`config.mk`:
```
export PLATFORM = sky130hd
export DESIGN_NAME = ahb_lite_master_flat
export DESIGN_NICKNAME = d
export VERILOG_FILES = /design/src/rtl/ahb_lite_master_if.sv /design/src/rtl/ahb_lite_master.sv /design/src/flat_wrapper.sv
export SDC_FILE = /design/constraint.sdc
export NUM_CORES = 1
export LEC_CHECK = 0
export ABC_AREA = 1
export CAP_MARGIN = 20
export CORE_MARGIN = 3
export CORE_UTILIZATION = 30
export DETAILED_ROUTE_END_ITERATION = 8
export HOLD_SLACK_MARGIN = 0.15
export PLACE_DENSITY = 0.71
export SLEW_MARGIN = 10
export SYNTH_ARGS = -nofsm -noshare
export SYNTH_HDL_FRONTEND = slang
export SYNTH_SLANG_ARGS = --single-unit
```
`constraint.sdc`:
```
create_clock -name clk -period 4.5 [get_ports clk]
set_input_delay 1.125 -clock clk [delete_from_list [all_inputs] [get_ports clk]]
set_output_delay 1.125 -clock clk [all_outputs]
set_load 0.01 [all_outputs]
```
`src/rtl/ahb_lite_master_if.sv`:
```
// AHB-Lite bus bundle between a single master and the eSRAM slave port.
// The master modport drives the address/control/write-data side; the slave modport returns ready/response/read data.
interface ahb_lite_master_if;
    logic [31:0] HADDR;
    logic [1:0]  HTRANS;
    logic        HWRITE;
    logic [2:0]  HSIZE;
    logic [2:0]  HBURST;
    logic [3:0]  HPROT;
    logic        HMASTLOCK;
    logic [31:0] HWDATA;
    logic [31:0] HRDATA;
    logic        HREADY;
    logic        HRESP;

    modport master (
        output HADDR, HTRANS, HWRITE, HSIZE, HBURST, HPROT, HMASTLOCK, HWDATA,
        input  HRDATA, HREADY, HRESP
    );

    modport slave (
        input  HADDR, HTRANS, HWRITE, HSIZE, HBURST, HPROT, HMASTLOCK, HWDATA,
        output HRDATA, HREADY, HRESP
    );
endinterface

```
`src/rtl/ahb_lite_master.sv`:
```
// AHB-Lite master running one SINGLE byte transfer per write/read command pulse,
// with a data-phase watchdog and registered busy/valid/err/read-data reporting.
module ahb_lite_master #(
    parameter logic [3:0]  HPROT_VALUE = 4'b0011,
    parameter int unsigned TIMEOUT     = 1024
) (
    input  logic                clk,
    input  logic                rst,
    input  logic [31:0]         addr,
    input  logic [7:0]          data_in,
    input  logic                write,
    input  logic                read,
    output logic                busy,
    output logic                valid,
    output logic                err,
    output logic [7:0]          data_out,
    ahb_lite_master_if.master   ahb
);

    typedef enum logic [1:0] {
        S_IDLE = 2'd0,
        S_ADDR = 2'd1,
        S_DATA = 2'd2
    } state_t;

    localparam logic [1:0]  HTRANS_IDLE   = 2'b00;
    localparam logic [1:0]  HTRANS_NONSEQ = 2'b10;
    localparam logic [15:0] WDOG_LAST     = 16'(TIMEOUT - 1);

    state_t      state_q, state_d;
    logic [15:0] wdog_q, wdog_d;
    logic [7:0]  wbyte_q, wbyte_d;
    logic [31:0] haddr_q, haddr_d;
    logic [1:0]  htrans_q, htrans_d;
    logic        hwrite_q, hwrite_d;
    logic [31:0] hwdata_q, hwdata_d;
    logic        busy_q, busy_d;
    logic        valid_q, valid_d;
    logic        err_q, err_d;
    logic [7:0]  data_out_q, data_out_d;

    logic cmd_accept;
    logic data_done;
    logic data_timeout;

    function automatic logic [7:0] lane_sel(input logic [31:0] word, input logic [1:0] lane);
        logic [7:0] b;
        case (lane)
            2'd0:    b = word[7:0];
            2'd1:    b = word[15:8];
            2'd2:    b = word[23:16];
            default: b = word[31:24];
        endcase
        return b;
    endfunction

    function automatic logic [31:0] lane_rep(input logic [7:0] b);
        return {4{b}};
    endfunction

    // Transfer-ending events seen at the current edge.
    assign cmd_accept   = (state_q == S_IDLE) && (write || read);
    assign data_done    = (state_q == S_DATA) && ahb.HREADY;
    assign data_timeout = (state_q == S_DATA) && !ahb.HREADY && (wdog_q == WDOG_LAST);

    always_ff @(posedge clk) begin
        if (rst) begin
            state_q    <= S_IDLE;
            wdog_q     <= '0;
            wbyte_q    <= '0;
            haddr_q    <= '0;
            htrans_q   <= HTRANS_IDLE;
            hwrite_q   <= 1'b0;
            hwdata_q   <= '0;
            busy_q     <= 1'b0;
            valid_q    <= 1'b0;
            err_q      <= 1'b0;
            data_out_q <= '0;
        end else begin
            state_q    <= state_d;
            wdog_q     <= wdog_d;
            wbyte_q    <= wbyte_d;
            haddr_q    <= haddr_d;
            htrans_q   <= htrans_d;
            hwrite_q   <= hwrite_d;
            hwdata_q   <= hwdata_d;
            busy_q     <= busy_d;
            valid_q    <= valid_d;
            err_q      <= err_d;
            data_out_q <= data_out_d;
        end
    end

    always_comb begin
        state_d = state_q;
        case (state_q)
            S_IDLE: if (cmd_accept)                  state_d = S_ADDR;
            S_ADDR: if (ahb.HREADY)                  state_d = S_DATA;
            S_DATA: if (data_done || data_timeout)   state_d = S_IDLE;
            default:                                 state_d = S_IDLE;
        endcase
    end

    always_comb begin
        wdog_d     = wdog_q;
        wbyte_d    = wbyte_q;
        haddr_d    = haddr_q;
        htrans_d   = htrans_q;
        hwrite_d   = hwrite_q;
        hwdata_d   = hwdata_q;
        busy_d     = busy_q;
        valid_d    = 1'b0;
        err_d      = 1'b0;
        data_out_d = data_out_q;

        case (state_q)
            S_IDLE: begin
                // A simultaneous read is dropped: write takes priority.
                if (cmd_accept) begin
                    haddr_d  = addr;
                    hwrite_d = write;
                    wbyte_d  = data_in;
                    htrans_d = HTRANS_NONSEQ;
                    busy_d   = 1'b1;
                end
            end
            S_ADDR: begin
                if (ahb.HREADY) begin
                    htrans_d = HTRANS_IDLE;
                    wdog_d   = '0;
                    if (hwrite_q) begin
                        hwdata_d = lane_rep(wbyte_q);
                    end
                end
            end
            S_DATA: begin
                // An ERROR response with HREADY low is only the first cycle; wait for HREADY.
                if (data_done) begin
                    valid_d = 1'b1;
                    busy_d  = 1'b0;
                    if (ahb.HRESP) begin
                        err_d = 1'b1;
                    end else if (!hwrite_q) begin
                        data_out_d = lane_sel(ahb.HRDATA, haddr_q[1:0]);
                    end
                end else if (data_timeout) begin
                    valid_d = 1'b1;
                    err_d   = 1'b1;
                    busy_d  = 1'b0;
                end else begin
                    wdog_d = wdog_q + 16'd1;
                end
            end
            default: begin
                htrans_d = HTRANS_IDLE;
                busy_d   = 1'b0;
            end
        endcase
    end

    assign busy          = busy_q;
    assign valid         = valid_q;
    assign err           = err_q;
    assign data_out      = data_out_q;

    assign ahb.HADDR     = haddr_q;
    assign ahb.HTRANS    = htrans_q;
    assign ahb.HWRITE    = hwrite_q;
    assign ahb.HWDATA    = hwdata_q;
    assign ahb.HSIZE     = 3'b000;
    assign ahb.HBURST    = 3'b000;
    assign ahb.HPROT     = HPROT_VALUE;
    assign ahb.HMASTLOCK = 1'b0;

endmodule
```
`src/flat_wrapper.sv`:
```
// flat-port wrapper written by rule: the top's interface ports become plain ports
module ahb_lite_master_flat 
#(
    parameter logic [3:0]  HPROT_VALUE = 4'b0011,
    parameter int unsigned TIMEOUT     = 1024
)
  (clk, rst, addr, data_in, write, read, busy, valid, err, data_out, ahb_HADDR, ahb_HTRANS, ahb_HWRITE, ahb_HSIZE, ahb_HBURST, ahb_HPROT, ahb_HMASTLOCK, ahb_HWDATA, ahb_HRDATA, ahb_HREADY, ahb_HRESP);
  ahb_lite_master_if ahb_i ();
  input  logic clk;
  input  logic rst;
  input  logic [31:0] addr;
  input  logic [7:0] data_in;
  input  logic write;
  input  logic read;
  output logic busy;
  output logic valid;
  output logic err;
  output logic [7:0] data_out;
  output wire logic [$bits(ahb_i.HADDR)-1:0] ahb_HADDR;
  output wire logic [$bits(ahb_i.HTRANS)-1:0] ahb_HTRANS;
  output wire logic [$bits(ahb_i.HWRITE)-1:0] ahb_HWRITE;
  output wire logic [$bits(ahb_i.HSIZE)-1:0] ahb_HSIZE;
  output wire logic [$bits(ahb_i.HBURST)-1:0] ahb_HBURST;
  output wire logic [$bits(ahb_i.HPROT)-1:0] ahb_HPROT;
  output wire logic [$bits(ahb_i.HMASTLOCK)-1:0] ahb_HMASTLOCK;
  output wire logic [$bits(ahb_i.HWDATA)-1:0] ahb_HWDATA;
  input wire logic [$bits(ahb_i.HRDATA)-1:0] ahb_HRDATA;
  input wire logic [$bits(ahb_i.HREADY)-1:0] ahb_HREADY;
  input wire logic [$bits(ahb_i.HRESP)-1:0] ahb_HRESP;
  assign ahb_HADDR = ahb_i.HADDR;
  assign ahb_HTRANS = ahb_i.HTRANS;
  assign ahb_HWRITE = ahb_i.HWRITE;
  assign ahb_HSIZE = ahb_i.HSIZE;
  assign ahb_HBURST = ahb_i.HBURST;
  assign ahb_HPROT = ahb_i.HPROT;
  assign ahb_HMASTLOCK = ahb_i.HMASTLOCK;
  assign ahb_HWDATA = ahb_i.HWDATA;
  assign ahb_i.HRDATA = ahb_HRDATA;
  assign ahb_i.HREADY = ahb_HREADY;
  assign ahb_i.HRESP = ahb_HRESP;
  ahb_lite_master #(.HPROT_VALUE(HPROT_VALUE), .TIMEOUT(TIMEOUT)) u_core (.clk(clk), .rst(rst), .addr(addr), .data_in(data_in), .write(write), .read(read), .busy(busy), .valid(valid), .err(err), .data_out(data_out), .ahb(ahb_i));
endmodule
```
### Clock distribution

Scale bar: 20 um.
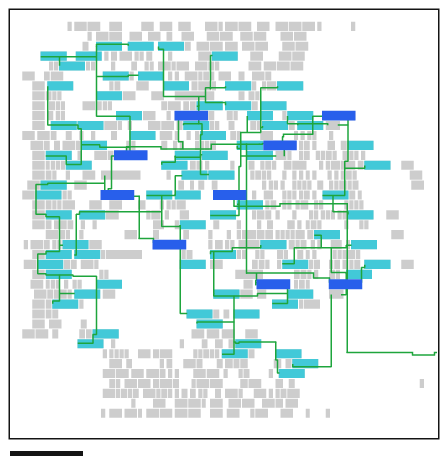
blue -> clock drivers  # count 9
cyan -> flip-flops  # count 79
green -> clock wires  # length 1,070 um
routed clock nets = 10

### Routed metal, one colour a layer

Scale bar: 20 um.
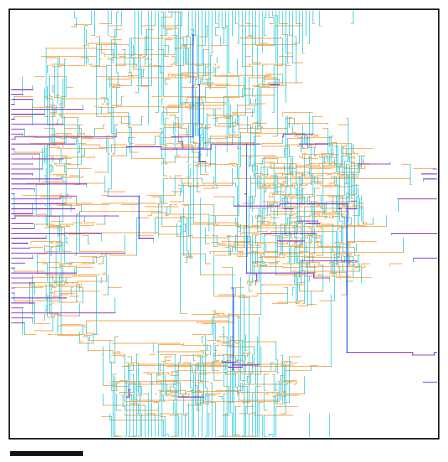
purple -> metal 3  # wire length 763 um
blue -> metal 4  # wire length 159 um
orange -> metal 1  # wire length 4,350 um
cyan -> metal 2  # wire length 4,930 um

==> reports/results.ini <==
[worst_setup_path]
cp_slowest_stage_delay_ns = 0.64
reg2reg_depth = 10
timing.rr.start = u_core.wdog_q[0]
start_kind = register
crit_path_end = ahb_HWRITE
path_cells = clkdlybuf4s50_1
startpoint = u_core.ahb.HWRITE
critPathBufInv = 1
path_delay_family = buffers and inverters

[final_timing]
slew_viol_final = 0
fin_ws_ns = 1.792
rsz0062_at_grt = false
fin_tns_setup_ns = 0
fmax_mhz = 369.3
tightest_slew_ns = 0.7087
finalCritPeriodShare_pct = 60.17
hold_violations = 0

[cts]
ctsResizeCount = 0
cts_tree = done
cts_setup_buffers = 0
postCtsHoldBufs = 0
worst_skew_pair.late_latency_ns = 0.34
cts_root_buffer = clkbuf_16
clk_path_buf_depth = 2

[grt]
first_global_vias = 3401
use_met3_pct = 5.545
track_usage_pct = 14.68
gr-total-overflow = 0

[worst_hold_path]
holdPathEnd = u_core.ahb.HTRANS[1]
min_from = u_core.ahb.HTRANS[1]

[placement]
place.gp.congestion = 0.8116
placed_cells = 804
dp_hpwl_mm = 7.580

[logic_synthesis]
syn_avg_cell_area_um2 = 7.047
syn_area_um2 = 3721
syn_inst = 528
synthDistinctLibCells = 31
ys_top_cells_by_count = nor2_1, nand2_1, dfxtp_1
top_logic_kind = simple AND/OR/NAND/NOR gates
yosys.stat.seqShare_pct = 42.50

[cells_and_area]
layout_top_cells = clkdlybuf4s50_1, nor2_1, nand2_1
multiInputGateArea_um2 = 1687
drive_above_1_share_pct = 5.513
flops = 79
buffer_area_share_pct = 28.92

[die]
ios = 167
taps = 168
row_count = 40

[power]
seq-power_mw = 0.781
clkPwrFrac_pct = 42.1

[drt]
totalWireLength_mm = 10.21
route.detailed.drc = 0

[outcome]
status = complete, no violations

### I/O pins on the die edge

Pins as bars across the die edge, other pins in grey.
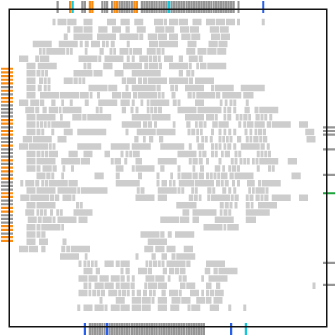
green -> valid  # pins 1, direction output, edge right
orange -> addr  # pins 32, direction input, edge 25 left, 7 top
cyan -> ahb_HSIZE  # pins 3, direction output, edge 2 top, 1 bottom
blue -> ahb_HPROT  # pins 4, direction output, edge 3 bottom, 1 top

